$ cat config.mk
export PLATFORM = sky130hd
export DESIGN_NAME = coherence_bus_ctrl
export DESIGN_NICKNAME = d
export VERILOG_FILES = /design/src/rtl/coherence_bus_ctrl.sv
export SDC_FILE = /design/constraint.sdc
export NUM_CORES = 1
export LEC_CHECK = 0
export CORE_AREA = 2 2 198 200
export CTS_CLUSTER_SIZE = 8
export DETAILED_ROUTE_END_ITERATION = 10
export DIE_AREA = 0 0 200 202
export PLACE_DENSITY_LB_ADDON = 0.2
export REMOVE_ABC_BUFFERS = 1
export SLEW_MARGIN = 40
export SYNTH_ARGS = -nofsm -noshare
export SYNTH_HDL_FRONTEND = slang
export SYNTH_SLANG_ARGS = --single-unit
$ cat constraint.sdc
create_clock -name CLK -period 1.6 [get_ports CLK]
set_input_delay 0.16 -clock CLK [delete_from_list [all_inputs] [get_ports CLK]]
set_output_delay 0.16 -clock CLK [all_outputs]
set_load 0.01 [all_outputs]
$ cat src/rtl/coherence_bus_ctrl.sv
// rtl/coherence_bus_ctrl.sv - round-robin coherence bus controller: snoop broadcast, MSI cache-to-cache transfer, single RAM port
module coherence_bus_ctrl #(
    parameter int CPUS   = 2,
    parameter int WORD_W = 32
) (
    input  logic                   CLK,
    input  logic                   nRST,
    input  logic [CPUS-1:0]        iREN,
    input  logic [CPUS*WORD_W-1:0] iaddr,
    output logic [CPUS-1:0]        iwait,
    output logic [CPUS*WORD_W-1:0] iload,
    input  logic [CPUS-1:0]        dREN,
    input  logic [CPUS-1:0]        dWEN,
    input  logic [CPUS*WORD_W-1:0] daddr,
    input  logic [CPUS*WORD_W-1:0] dstore,
    input  logic [CPUS-1:0]        ccwrite,
    input  logic [CPUS-1:0]        cctrans,
    output logic [CPUS-1:0]        dwait,
    output logic [CPUS*WORD_W-1:0] dload,
    output logic [CPUS-1:0]        ccwait,
    output logic [CPUS-1:0]        ccinv,
    output logic [CPUS*WORD_W-1:0] ccsnoopaddr,
    output logic                   ramREN,
    output logic                   ramWEN,
    output logic [WORD_W-1:0]      ramaddr,
    output logic [WORD_W-1:0]      ramstore,
    input  logic [WORD_W-1:0]      ramload,
    input  logic                   ramwait
);
    localparam int IDX_W = (CPUS > 1) ? $clog2(CPUS) : 1;

    localparam logic [2:0] IDLE   = 3'd0;
    localparam logic [2:0] WB     = 3'd1;
    localparam logic [2:0] DRD    = 3'd2;
    localparam logic [2:0] IFETCH = 3'd3;
    localparam logic [2:0] SNOOP  = 3'd4;
    localparam logic [2:0] C2C    = 3'd5;
    localparam logic [2:0] UPG    = 3'd6;

    logic [2:0]       state;
    logic [IDX_W-1:0] grant;
    logic [IDX_W-1:0] supplier;
    logic [IDX_W-1:0] rr;

    logic [CPUS-1:0]  dreq;
    logic [IDX_W-1:0] pick_d;
    logic [IDX_W-1:0] pick_i;
    logic [IDX_W-1:0] sup_pick;
    logic [IDX_W-1:0] rr_next;
    logic             any_d;
    logic             any_i;
    logic             sup_found;

    logic [WORD_W-1:0] daddr_g;
    logic [WORD_W-1:0] dstore_g;
    logic [WORD_W-1:0] iaddr_g;
    logic [WORD_W-1:0] daddr_s;
    logic [WORD_W-1:0] dstore_s;

    function automatic logic [IDX_W-1:0] rr_idx(input logic [IDX_W-1:0] base, input int off);
        return IDX_W'((int'(base) + off) % CPUS);
    endfunction

    // An S->M upgrade carries only cctrans, so it must count as a dcache request.
    assign dreq    = dREN | dWEN | cctrans;
    assign rr_next = rr_idx(grant, 1);

    assign daddr_g  = daddr[int'(grant)*WORD_W +: WORD_W];
    assign dstore_g = dstore[int'(grant)*WORD_W +: WORD_W];
    assign iaddr_g  = iaddr[int'(grant)*WORD_W +: WORD_W];
    assign daddr_s  = daddr[int'(supplier)*WORD_W +: WORD_W];
    assign dstore_s = dstore[int'(supplier)*WORD_W +: WORD_W];

    always_comb begin
        pick_d    = '0;
        pick_i    = '0;
        any_d     = 1'b0;
        any_i     = 1'b0;
        sup_pick  = '0;
        sup_found = 1'b0;
        for (int i = 0; i < CPUS; i++) begin
            if (!any_d && dreq[rr_idx(rr, i)]) begin
                pick_d = rr_idx(rr, i);
                any_d  = 1'b1;
            end
            if (!any_i && iREN[rr_idx(rr, i)]) begin
                pick_i = rr_idx(rr, i);
                any_i  = 1'b1;
            end
        end
        for (int k = 0; k < CPUS; k++) begin
            if (!sup_found && dWEN[k] && (IDX_W'(k) != grant)) begin
                sup_pick  = IDX_W'(k);
                sup_found = 1'b1;
            end
        end
    end

    always_ff @(posedge CLK or negedge nRST) begin
        if (!nRST) begin
            state    <= IDLE;
            grant    <= '0;
            supplier <= '0;
            rr       <= '0;
        end else begin
            case (state)
                IDLE: begin
                    if (any_d) begin
                        grant <= pick_d;
                        if (dWEN[pick_d] && !cctrans[pick_d]) state <= WB;
                        else if (cctrans[pick_d])             state <= SNOOP;
                        else                                  state <= DRD;
                    end else if (any_i) begin
                        grant <= pick_i;
                        state <= IFETCH;
                    end
                end
                WB, DRD, IFETCH, C2C: begin
                    if (!ramwait) begin
                        state <= IDLE;
                        rr    <= rr_next;
                    end
                end
                SNOOP: begin
                    if (sup_found) begin
                        supplier <= sup_pick;
                        state    <= C2C;
                    end else if (dREN[grant]) begin
                        state <= DRD;
                    end else begin
                        state <= UPG;
                    end
                end
                UPG: begin
                    state <= IDLE;
                    rr    <= rr_next;
                end
                default: state <= IDLE;
            endcase
        end
    end

    always_comb begin
        iwait       = '1;
        dwait       = '1;
        iload       = '0;
        dload       = '0;
        ccwait      = '0;
        ccinv       = '0;
        ccsnoopaddr = '0;
        ramREN      = 1'b0;
        ramWEN      = 1'b0;
        ramaddr     = '0;
        ramstore    = '0;
        case (state)
            WB: begin
                ramWEN   = 1'b1;
                ramaddr  = daddr_g;
                ramstore = dstore_g;
                if (!ramwait) dwait[grant] = 1'b0;
            end
            DRD: begin
                ramREN  = 1'b1;
                ramaddr = daddr_g;
                if (!ramwait) begin
                    dwait[grant] = 1'b0;
                    dload[int'(grant)*WORD_W +: WORD_W] = ramload;
                end
            end
            IFETCH: begin
                ramREN  = 1'b1;
                ramaddr = iaddr_g;
                if (!ramwait) begin
                    iwait[grant] = 1'b0;
                    iload[int'(grant)*WORD_W +: WORD_W] = ramload;
                end
            end
            SNOOP: begin
                ccsnoopaddr = {CPUS{daddr_g}};
                for (int k = 0; k < CPUS; k++) begin
                    if (IDX_W'(k) != grant) begin
                        ccwait[k] = 1'b1;
                        ccinv[k]  = ccwrite[grant];
                    end
                end
            end
            C2C: begin
                ccsnoopaddr = {CPUS{daddr_g}};
                for (int k = 0; k < CPUS; k++) begin
                    if (IDX_W'(k) != grant) ccwait[k] = 1'b1;
                end
                // Supplier's dirty word goes to RAM and to the requester in the same beat.
                ramWEN   = 1'b1;
                ramaddr  = daddr_s;
                ramstore = dstore_s;
                if (!ramwait) begin
                    dwait[grant]    = 1'b0;
                    dwait[supplier] = 1'b0;
                    dload[int'(grant)*WORD_W +: WORD_W] = dstore_s;
                end
            end
            UPG: dwait[grant] = 1'b0;
            default: ;
        endcase
    end
endmodule

==> run_1/detail.png <==
Window x 138 to 163, y 139 to 164 µm. Cells in gray, sequential cells in the stronger gray; small squares are vias.
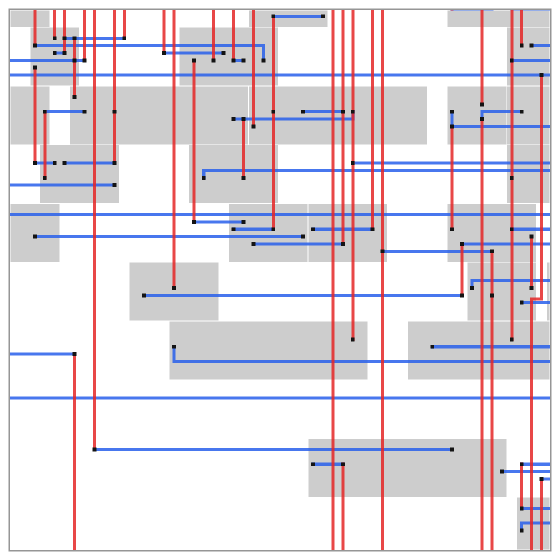
layer	color
metal 1	blue
metal 2	red
most frequent	mux2i_1 (3)
cells with their middle in the window	17
sequential cells in the window	0

==> run_1/clk_routes.png <==
Drawn at 1.5 px/µm.
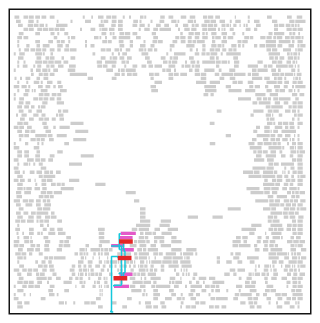
[clock wires] cyan | length: 142 µm
[clock drivers] red | count: 3
[flip-flops] magenta | count: 6
routed clock nets	4
flops lie	south

==> run_1/congestion.png <==
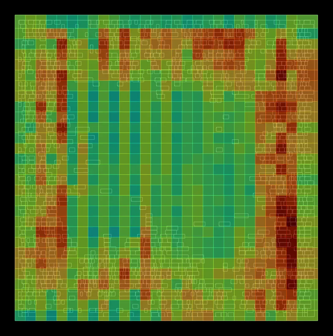
met3 usage: 3.087%
global routing's busiest layer: met2

==> run_1/layer_met1.png <==
Drawn at 1.5 px/µm.
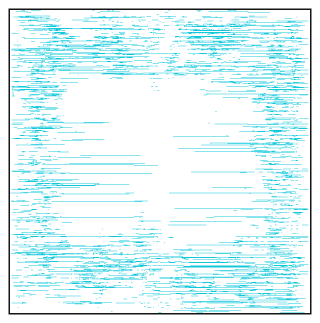
wire length on this layer	15500 µm
nets with wire on the layer	1388
share of all routed wire	37%
main direction	horizontal
longest straight run	69.0 µm

==> impl_metrics.yaml, run 1 <==
# synthesis and place-and-route metrics
worst_setup_path:
  cpMaxStageDelayCell: "dfrtp_1"
  crit_type: "flip-flop to output port"
  crit_chain: "nor2b_4 -> buf_6 -> nand2_8 -> buf_6 -> nor3_4 -> buf_12 -> clkbuf_16 -> buf_12 -> and2_1 -> buf_2"
  reg2reg_depth: 9
  rr_endpoint: "state[1]"
route:
  via_per_inst: 4.250
  drc: 0
  wl_met2_um: 21530
place:
  dp.cells: 1728
finish:
  largest_reg_flops: 3
  area_growth_pct: 219.6
synthesis:
  synthXorXnorAreaFrac_pct: 0
  avgSynthCellArea_um2: 6.773
  async_reset_ff_share_pct: 100.0
  yosys-top-cells-area: "mux2i_1, nor2_1, and2_1"
  ys_top_cells_by_count: "mux2i_1, nor2_1, and2_1"
  synth.top_cell.area_share_pct: 35.62
status:
  violations: "negative setup slack"
  status: "complete, but fails checks"
global_routing:
  grt_usage_pct: 15.33
  grtUsageMet2_pct: 29.75
floorplanning:
  io_pins: 503
  die-area_um2: 40400
  die_width_um: 200
  nWellTaps: 518
pwr:
  pwr-share-clk_pct: 2.2
  p_seq_share_pct: 1.9
  power_switching_share_pct: 45.85
cts:
  ctsResizeCount: 595
  ctsHoldBuffers: 0
  htreeDepth: 1
  cts.path.max_buffers: 2
timing:
  fin_ws_ns: -0.5379
  fin_crit_ns: 2.138
  whs_ns: 0.1780
  setup_viol: 271
min_path:
  hp-class: "primary input to asynchronous set/reset pin"
==> run_1/logic_types.png <==
Drawn at 1.5 px/µm.
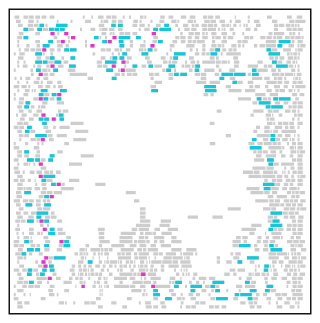

==> run 1 -> run 2 <==
SKIP_LAST_GASP = 1   (was default)
==> run_2/logic_types.png <==
Drawn at 1.5 px/µm.
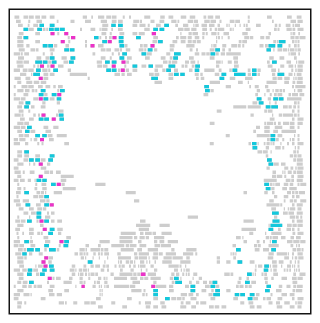
family	color	cells	most used
multiplexers	cyan	161	mux2i_1
AND-OR and OR-AND gates	magenta	34	o22a_1

==> run_2/clk_routes.png <==
Drawn at 1.5 px/µm.
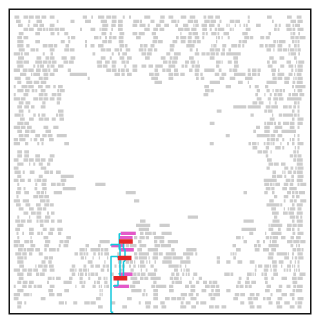
[clock drivers] red | count: 3
[clock wires] cyan | length: 141 µm
[flip-flops] magenta | count: 6
routed clock nets	4
flops lie	south

==> run 2 against run 1 <==
  * The flow still finishes with violations (negative setup slack)
  * Total power down 25%
  * Via count decreased by 7.5%
  * Sequential share of layout area rose by 0.21 points
  * Clock power barely moved
  * Flip-flop count unchanged
  * Utilization fell by 6.0 points
  * Count of clock-buffer cells in the layout unchanged
  * Cell area down 16%
  * Critical path depth down 3
  * Combinational power is 26% lower
  * Die area unchanged
  * Critical path type unchanged
  * Largest power group unchanged
==> impl_metrics.yaml, run 2 <==
# synthesis and place-and-route metrics
worst_setup_path:
  crit_chain: "nor2b_4 -> nand2_8 -> nor2_4 -> buf_12 -> clkbuf_16 -> and2_1 -> clkdlybuf4s50_1"
  crit_path_end_kind: "output port"
  crit_type: "flip-flop to output port"
  rr_endpoint: "state[1]"
  startpoint: "state[2]"
  cpMaxStageDelayCell: "clkdlybuf4s50_1"
  reg2reg_depth: 9
  slowest_delay_ns: 0.54
finish:
  area_growth_pct: 168.7
  lay_top_cells: "clkdlybuf4s50_1, mux2i_1, buf_4"
  buffers: 697
  top_register: "state"
  fillCellCount: 4149
  diodes: 0
  final_cells: 1791
  largest_reg_flops: 3
  comb_area_share_pct: 35.25
  clock_cell_area_share_pct: 0.6175
  mostFrequentLayoutCell: "clkdlybuf4s50_1"
  largestClassByArea: "non-clock buffers"
synthesis:
  top_logic_kind: "multiplexers"
  async_reset_ff_share_pct: 100.0
  yosys-top-cells-area: "mux2i_1, nor2_1, and2_1"
  synth.top_cell.area_share_pct: 35.62
  synth_area_leader_cell: "mux2i_1"
  edf_count: 0
  synthXorXnorAreaFrac_pct: 0
  avgSynthCellArea_um2: 6.773
  ys_top_cells_by_count: "mux2i_1, nor2_1, and2_1"
route:
  wl_met2_um: 18710
  via_per_inst: 4.134
  drc: 0
  wl_met1_um: 13940
  ant_nets: 0
  highest_layer: "met5"
  routedWlPerCell_um: 19.99
pwr:
  irDropWorstVdd_mv: 0.5376
  p_seq_share_pct: 2.5
  power_switching_share_pct: 47.41
  powerComb_uw: 13000
  internal-power_uw: 7204
  finalPower_uw: 13700
  power_switching_uw: 6495
  pwr-share-clk_pct: 2.9
flow_run:
  drv_cap: 0
status:
  violations: "negative setup slack"
  status: "complete, but fails checks"
timing:
  setup_viol: 266
  whs_ns: 0.1770
  fin_ws_ns: -0.5461
  fin_crit_ns: 2.146
  fmax_mhz: 466.0
  finalClockPeriodUsage_pct: 134.1
  drv_slew: 0
place:
  routabilityCongestion: 0.8150
  placed_area_um2: 10910
  dp.cells: 1728
floorplanning:
  die_width_um: 200
  die-area_um2: 40400
  core_area_um2: 38290
  nWellTaps: 518
  io_pins: 503
cts:
  clock_latency_ns: 0.23
  clockRootBuffer: "clkbuf_16"
  cts.path.max_buffers: 2
  ctsHoldBuffers: 0
  htreeDepth: 1
  clk_pin_slew_ns: 0.03
  ctsResizeCount: 478
global_routing:
  grtUsageMet2_pct: 29.66
  top_usage_layer: "met2"
  antenna_found_initial: 1
  grt_usage_pct: 15.29
  use_met3_pct: 3.104
  grt_max_degree: 36
min_path:
  hp-class: "primary input to asynchronous set/reset pin"
==> run_2/detail.png <==
Window x 138 to 163, y 139 to 164 µm. Cells in gray, sequential cells in the stronger gray; small squares are vias.
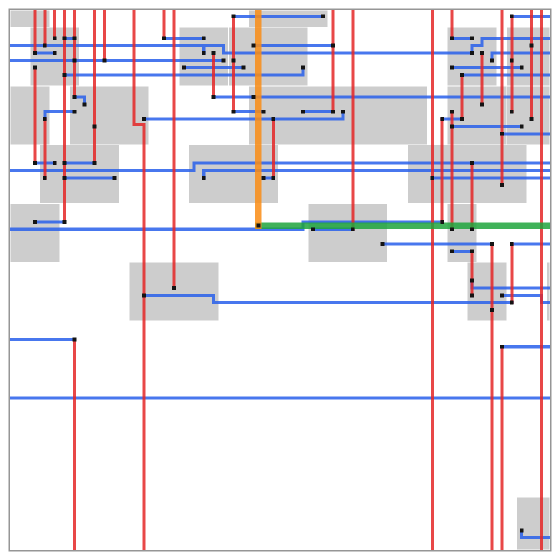
layer	color
metal 2	red
metal 4	orange
metal 3	green
metal 1	blue
most frequent	mux2i_1 (5), o22ai_1 (3)
cells with their middle in the window	17
sequential cells in the window	0

Power and IR drop assume default switching activity.
